[config.mk]
export PLATFORM = sky130hd
export DESIGN_NAME = mem_port_arbiter
export DESIGN_NICKNAME = d
export VERILOG_FILES = /design/src/rtl/mem_port_arbiter.sv
export SDC_FILE = /design/constraint.sdc
export NUM_CORES = 1
export LEC_CHECK = 0
export ABC_AREA = 1
export CAP_MARGIN = 15
export CORE_ASPECT_RATIO = 0.8
export CORE_MARGIN = 4
export CORE_UTILIZATION = 38
export DETAILED_ROUTE_END_ITERATION = 16
export PLACE_DENSITY = 0.81
export SETUP_SLACK_MARGIN = 0.3
export SKIP_LAST_GASP = 1
export SLEW_MARGIN = 20
export SYNTH_ARGS = -nofsm -noshare
export SYNTH_HDL_FRONTEND = slang
export SYNTH_SLANG_ARGS = --single-unit
[constraint.sdc]
create_clock -name clk -period 2.57 [get_ports clk]
set_input_delay 0.3855 -clock clk [delete_from_list [all_inputs] [get_ports clk]]
set_output_delay 0.3855 -clock clk [all_outputs]
set_load 0.01 [all_outputs]
[src/rtl/mem_port_arbiter.sv]
// rtl/mem_port_arbiter.sv - two-port (fetch, load/store) memory arbiter; optional timeout via ARB_TIMEOUT_EN
module mem_port_arbiter #(
  parameter int ADDR_W     = 16,
  parameter int DATA_W     = 16,
  parameter int STARVE_MAX = 3
) (
  input  logic              clk,
  input  logic              rst,
  input  logic              halt_sys,
  input  logic              if_req,
  input  logic [ADDR_W-1:0] if_addr,
  output logic              if_ack,
  output logic [DATA_W-1:0] if_rdata,
  input  logic              ls_req,
  input  logic              ls_we,
  input  logic [ADDR_W-1:0] ls_addr,
  input  logic [DATA_W-1:0] ls_wdata,
  output logic              ls_ack,
  output logic [DATA_W-1:0] ls_rdata,
  output logic              mem_en,
  output logic              mem_we,
  output logic [ADDR_W-1:0] mem_addr,
  output logic [DATA_W-1:0] mem_wdata,
  input  logic [DATA_W-1:0] mem_rdata,
  input  logic              mem_ready,
  output logic              stall_fetch,
  output logic              err
);

  // Starvation counter is at least 2 bits wide, wider if STARVE_MAX needs it.
  localparam int SCW = ($clog2(STARVE_MAX + 1) > 2) ? $clog2(STARVE_MAX + 1) : 2;

  typedef enum logic [1:0] {IDLE, FETCH, DATA} state_t;

  state_t            state, state_nxt;
  logic [ADDR_W-1:0] addr_q;
  logic              we_q;
  logic [DATA_W-1:0] wdata_q;
  logic [SCW-1:0]    starve_cnt;
  logic              grant_fetch;
  logic              grant_data;
  logic              done;
  logic              timeout;
  logic              busy;

  // State register; reset aborts any access in flight.
  always_ff @(posedge clk or posedge rst) begin
    if (rst) state <= IDLE;
    else     state <= state_nxt;
  end

  // Next-state and grant decisions; load/store wins unless fetch has waited STARVE_MAX grants.
  always_comb begin
    state_nxt   = state;
    grant_fetch = 1'b0;
    grant_data  = 1'b0;
    done        = 1'b0;
    case (state)
      IDLE: begin
        if (!halt_sys) begin
          if (ls_req && !(if_req && (starve_cnt == SCW'(STARVE_MAX)))) begin
            grant_data = 1'b1;
            state_nxt  = DATA;
          end else if (if_req) begin
            grant_fetch = 1'b1;
            state_nxt   = FETCH;
          end
        end
      end
      FETCH, DATA: begin
        if (mem_ready) begin
          done      = 1'b1;
          state_nxt = IDLE;
        end else if (timeout) begin
          state_nxt = IDLE;
        end
      end
      default: state_nxt = IDLE;
    endcase
  end

  // Capture the granted requester's access so the requester's bus may change after ack.
  always_ff @(posedge clk or posedge rst) begin
    if (rst) begin
      addr_q  <= '0;
      we_q    <= 1'b0;
      wdata_q <= '0;
    end else if (grant_data) begin
      addr_q  <= ls_addr;
      we_q    <= ls_we;
      wdata_q <= ls_wdata;
    end else if (grant_fetch) begin
      addr_q  <= if_addr;
      we_q    <= 1'b0;
      wdata_q <= '0;
    end
  end

  // Count data grants that bypassed a waiting fetch; a fetch grant clears the count.
  always_ff @(posedge clk or posedge rst) begin
    if (rst) begin
      starve_cnt <= '0;
    end else if (grant_fetch) begin
      starve_cnt <= '0;
    end else if (grant_data && if_req && (starve_cnt != SCW'(STARVE_MAX))) begin
      starve_cnt <= starve_cnt + 1'b1;
    end
  end

  // Registered one-cycle ack pulses; store completions return zero data.
  always_ff @(posedge clk or posedge rst) begin
    if (rst) begin
      if_ack   <= 1'b0;
      if_rdata <= '0;
      ls_ack   <= 1'b0;
      ls_rdata <= '0;
    end else begin
      if_ack   <= done && (state == FETCH);
      if_rdata <= (done && (state == FETCH)) ? mem_rdata : '0;
      ls_ack   <= done && (state == DATA);
      ls_rdata <= (done && (state == DATA) && !we_q) ? mem_rdata : '0;
    end
  end

`ifdef ARB_TIMEOUT_EN
  logic [3:0] tmo_cnt;
  logic       err_q;

  // The 15th busy cycle without mem_ready abandons the access.
  assign timeout = busy && !mem_ready && (tmo_cnt == 4'd14);

  // Busy-cycle counter and sticky error flag.
  always_ff @(posedge clk or posedge rst) begin
    if (rst) begin
      tmo_cnt <= 4'd0;
      err_q   <= 1'b0;
    end else begin
      if (busy && !mem_ready && !timeout) tmo_cnt <= tmo_cnt + 4'd1;
      else                                tmo_cnt <= 4'd0;
      if (timeout) err_q <= 1'b1;
    end
  end

  assign err = err_q;
`else
  assign timeout = 1'b0;
  assign err     = 1'b0;
`endif

  assign busy        = (state != IDLE);
  assign mem_en      = busy;
  assign mem_we      = (state == DATA) && we_q;
  assign mem_addr    = busy ? addr_q  : '0;
  assign mem_wdata   = busy ? wdata_q : '0;
  assign stall_fetch = if_req && !if_ack && !rst;

endmodule

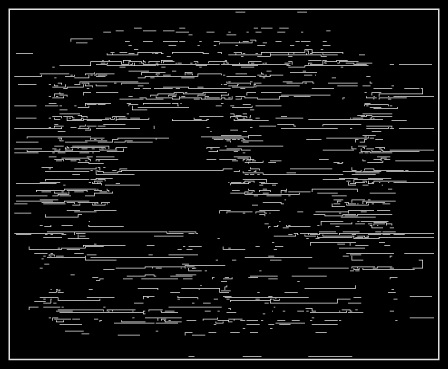
Figure 1: M1 wires.
share of all routed wire = 42%
wire length on this layer = 3260 microns
longest straight run = 30.4 microns
nets with wire on the layer = 516
main direction = horizontal

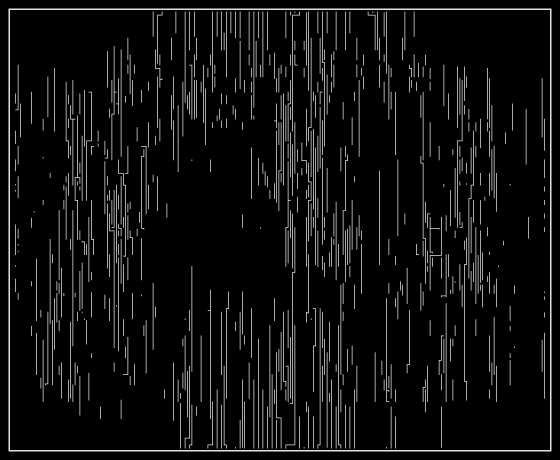
Figure 2: the metal 2 layer.
wire length on this layer = 3770 microns
longest straight run = 27.4 microns

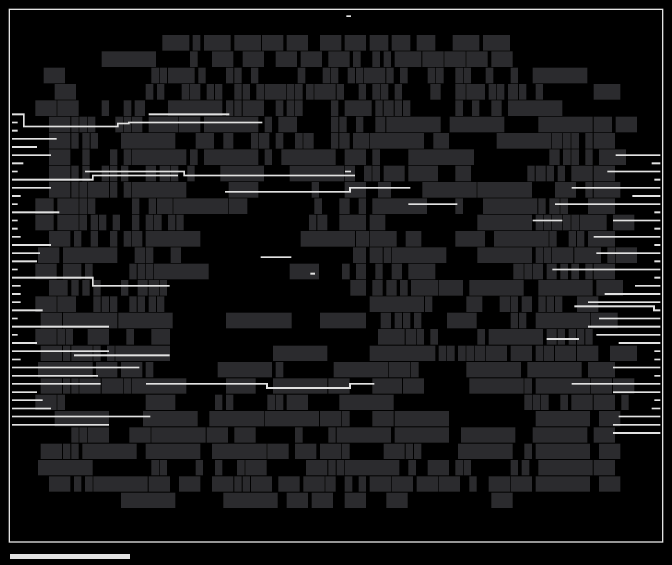
Figure 3: metal 3.
Bar = 20 microns. Cells faint in the background.
longest straight run = 28.3 microns
main direction = horizontal
share of all routed wire = 9.0%
detailed-route wire length: 7830 microns
met3 GRT Util: 6.27%
vias: 2728

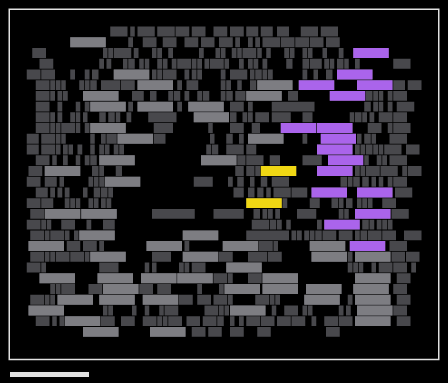
Figure 4: where the registers sit.
Bar = 20 microns. Other sequential cells in the stronger grey, the rest of the logic in the fainter grey.
`state` -> yellow  # sequential cells 2
`wdata_q` -> purple  # sequential cells 16

==> impl_metrics.yaml <==
# flow metrics
clocking:
  clk_pin_slew_ns: 0.08
  cts.sinks: 71
  hold_buffers: 0
  cts_tree: "done"
  cts_made_buffers: 9
  clock_path_buffers: 2
  htree_levels: 3
  cts_root_buf: "clkbuf_8"
  cts_resized: 14
  post_cts.repair.setup_buffers: 0
  clk_latency_ns: 0.34
sta:
  setup_violations: 0
  tightest_slew_ns: 0.752
  slew_headroom_pct: 49.7
  fin_crit_ns: 2.22
  timing.fmax_mhz: 450
  fin_ws_ns: 0.350
  fin_setup_tns_ns: 0
  drv_slew: 0
  period_used_pct: 86.4
  rsz0062_at_grt: "no"
  skew_ns: 0.00918
  finalHoldViolations: 0
floorplan:
  chipHeight_microns: 88.4
  coreArea_sq_um: 7910
  dieWidth_microns: 109
  initCoreUtil_pct: 38.8
  nWellTaps: 108
  ios: 141
  die_area_sq_um: 9590
  core.rowCount: 29
synthesis:
  top_area_share_pct: 57.8
  yosys_warnings: 0
  ff_type: "dfrtp_1"
  ys_sh_simple_pct: 26.8
  synthTopCellsByArea: "dfrtp_1 58%, nand2_1 13%, nor2_1 7.8%"
  ys.flops: 71
  syn-cell-area_sq_um: 3070
  mux_area_share_pct: 0
  ys_types: 18
  ys_area_sq_um: 3070
  synth_cells: 375
  fp_nets: 450
  async_flop_share_pct: 100
  ys_seq_share_pct: 57.8
  syn-mean-instance-area_sq_um: 8.19
  ys_sh_aoi_pct: 3.26
  edf_count: 0
  yosysTopAreaCell: "dfrtp_1"
  ys_sh_adder_pct: 1.63
  ys_top_logic_family: "simple AND/OR/NAND/NOR gates"
  synthTopCellsByCount: "109 x nand2_1, 71 x dfrtp_1, 64 x nor2_1"
  yosysCellCount: 375
  yosys.area_share.xor_xnor_pct: 0
  synth.most_common_cell: "nand2_1"
route:
  first_iter_violations: 114
  first_pass_iters: 4
  drc_errors: 0
  drt-wirelength-per-cell_microns: 12.4
  via_per_inst: 4.33
  ant_nets: 0
finish:
  buffers: 148
  largest_cell_class: "flip-flops and latches"
  layout_top_cell: "nand2_1"
  finalNonFillerCells: 630
  seq_share_pct: 36.6
  seqCellArea_sq_um: 1780
  design.seq.count: 71
  buffer_area_share_pct: 31.0
  antenna_cells: 0
  clkbuf_count: 11
  fillCellCount: 739
  sh_comb_area_pct: 20.1
  lay_top_cells: "109 x nand2_1, 107 x clkdlybuf4s50_1, 71 x dfrtp_1"
  nets: 592
  fin_area_sq_um: 4860
  inverters: 60
  area_growth_pct: 58.2
  drive_gt1_share_pct: 5.75
  comb.multi_input.count: 227
  clk_share_pct: 4.89
  logic_area_sq_um: 977
placed_design:
  globalplace.congestion: 0.788
  dp_cells: 613
  dp_hpwl_microns: 5800
  port_buffers: 139
  dpl_cell_area_sq_um: 4580
  dp_slack_ns: 0.356
flow_run:
  maxCapViolCount: 0
  warnings: 29
critical_path:
  cp.arrival_ns: 1.83
  reg2reg_depth: 6
  crit_path_max_fanout: 5
  regToRegSetupSlack_ns: 0.71
  worstSetupPathType: "primary input to primary output"
  crit_start: "if_req"
  cp.depth: 4
  regToRegStartpoint: "state[1]$_DFFE_PP0P_"
  crit_chain: "clkdlybuf4s50_1 -> inv_1 -> nor3_1 -> clkdlybuf4s50_1"
  critPathBufInv: 3
  start_kind: "primary input"
  cp_slowest_cell: "clkdlybuf4s50_1"
  required_ns: 2.18
  crit_family: "buffers and inverters"
  cp-end-kind: "primary output"
  cp-endpoint: "stall_fetch"
  cp_common_cell: "clkdlybuf4s50_1"
  cp_slowest_stage_delay_ns: 0.62
  r2r-end: "wdata_q[14]$_DFFE_PP0P_"
global_route:
  antenna_found_initial: 0
  grt_pass1_wl_microns: 13000
  grtUsageTotal_pct: 17.2
  overflow: 0
  grt_pass1_vias: 2785
  grt_max_degree: 44
pwr:
  vdd_ir_drop_max_v: 0.000366
  power_density_nw_per_um2: 862
  p_total_mw: 4.19
  p_leak_nw: 2.79
status:
  status: "completed"
min_path:
  min_path_type: "primary input to asynchronous set/reset pin"
[sequential cells by signal (all words and copies together), names as in the netlist, 2 cells and up]
signal	flops
if_rdata	16
addr_q	16
state	2
starve_cnt	2
ls_rdata	16
wdata_q	16
[metrics by stage]
stage	utilization [%]	hold WS, ns
detailed placement	57.9	0.496
CTS	60.7	0.475
global placement	57.9	0.471
global route	61.4	0.513
finish	61.4	0.477
floorplan	-	0.453
[power by group]
group          leakage [nW]  total, mW  internal (mW)  switching (mW)
clock network         0.114       1.05          0.647           0.404
registers             0.940       1.55           1.42           0.133
logic                  1.73       1.59          0.734           0.851
[routing by layer]
layer,vias up,global-route usage (%),part of all wire [%]
li1,1388,-,-
met1,1237,20.8,42
met2,94,28.9,48
met3,9,6.27,9.0
met4,0,5.62,1.2
met5,-,0,0
Power and IR drop assume default switching activity.
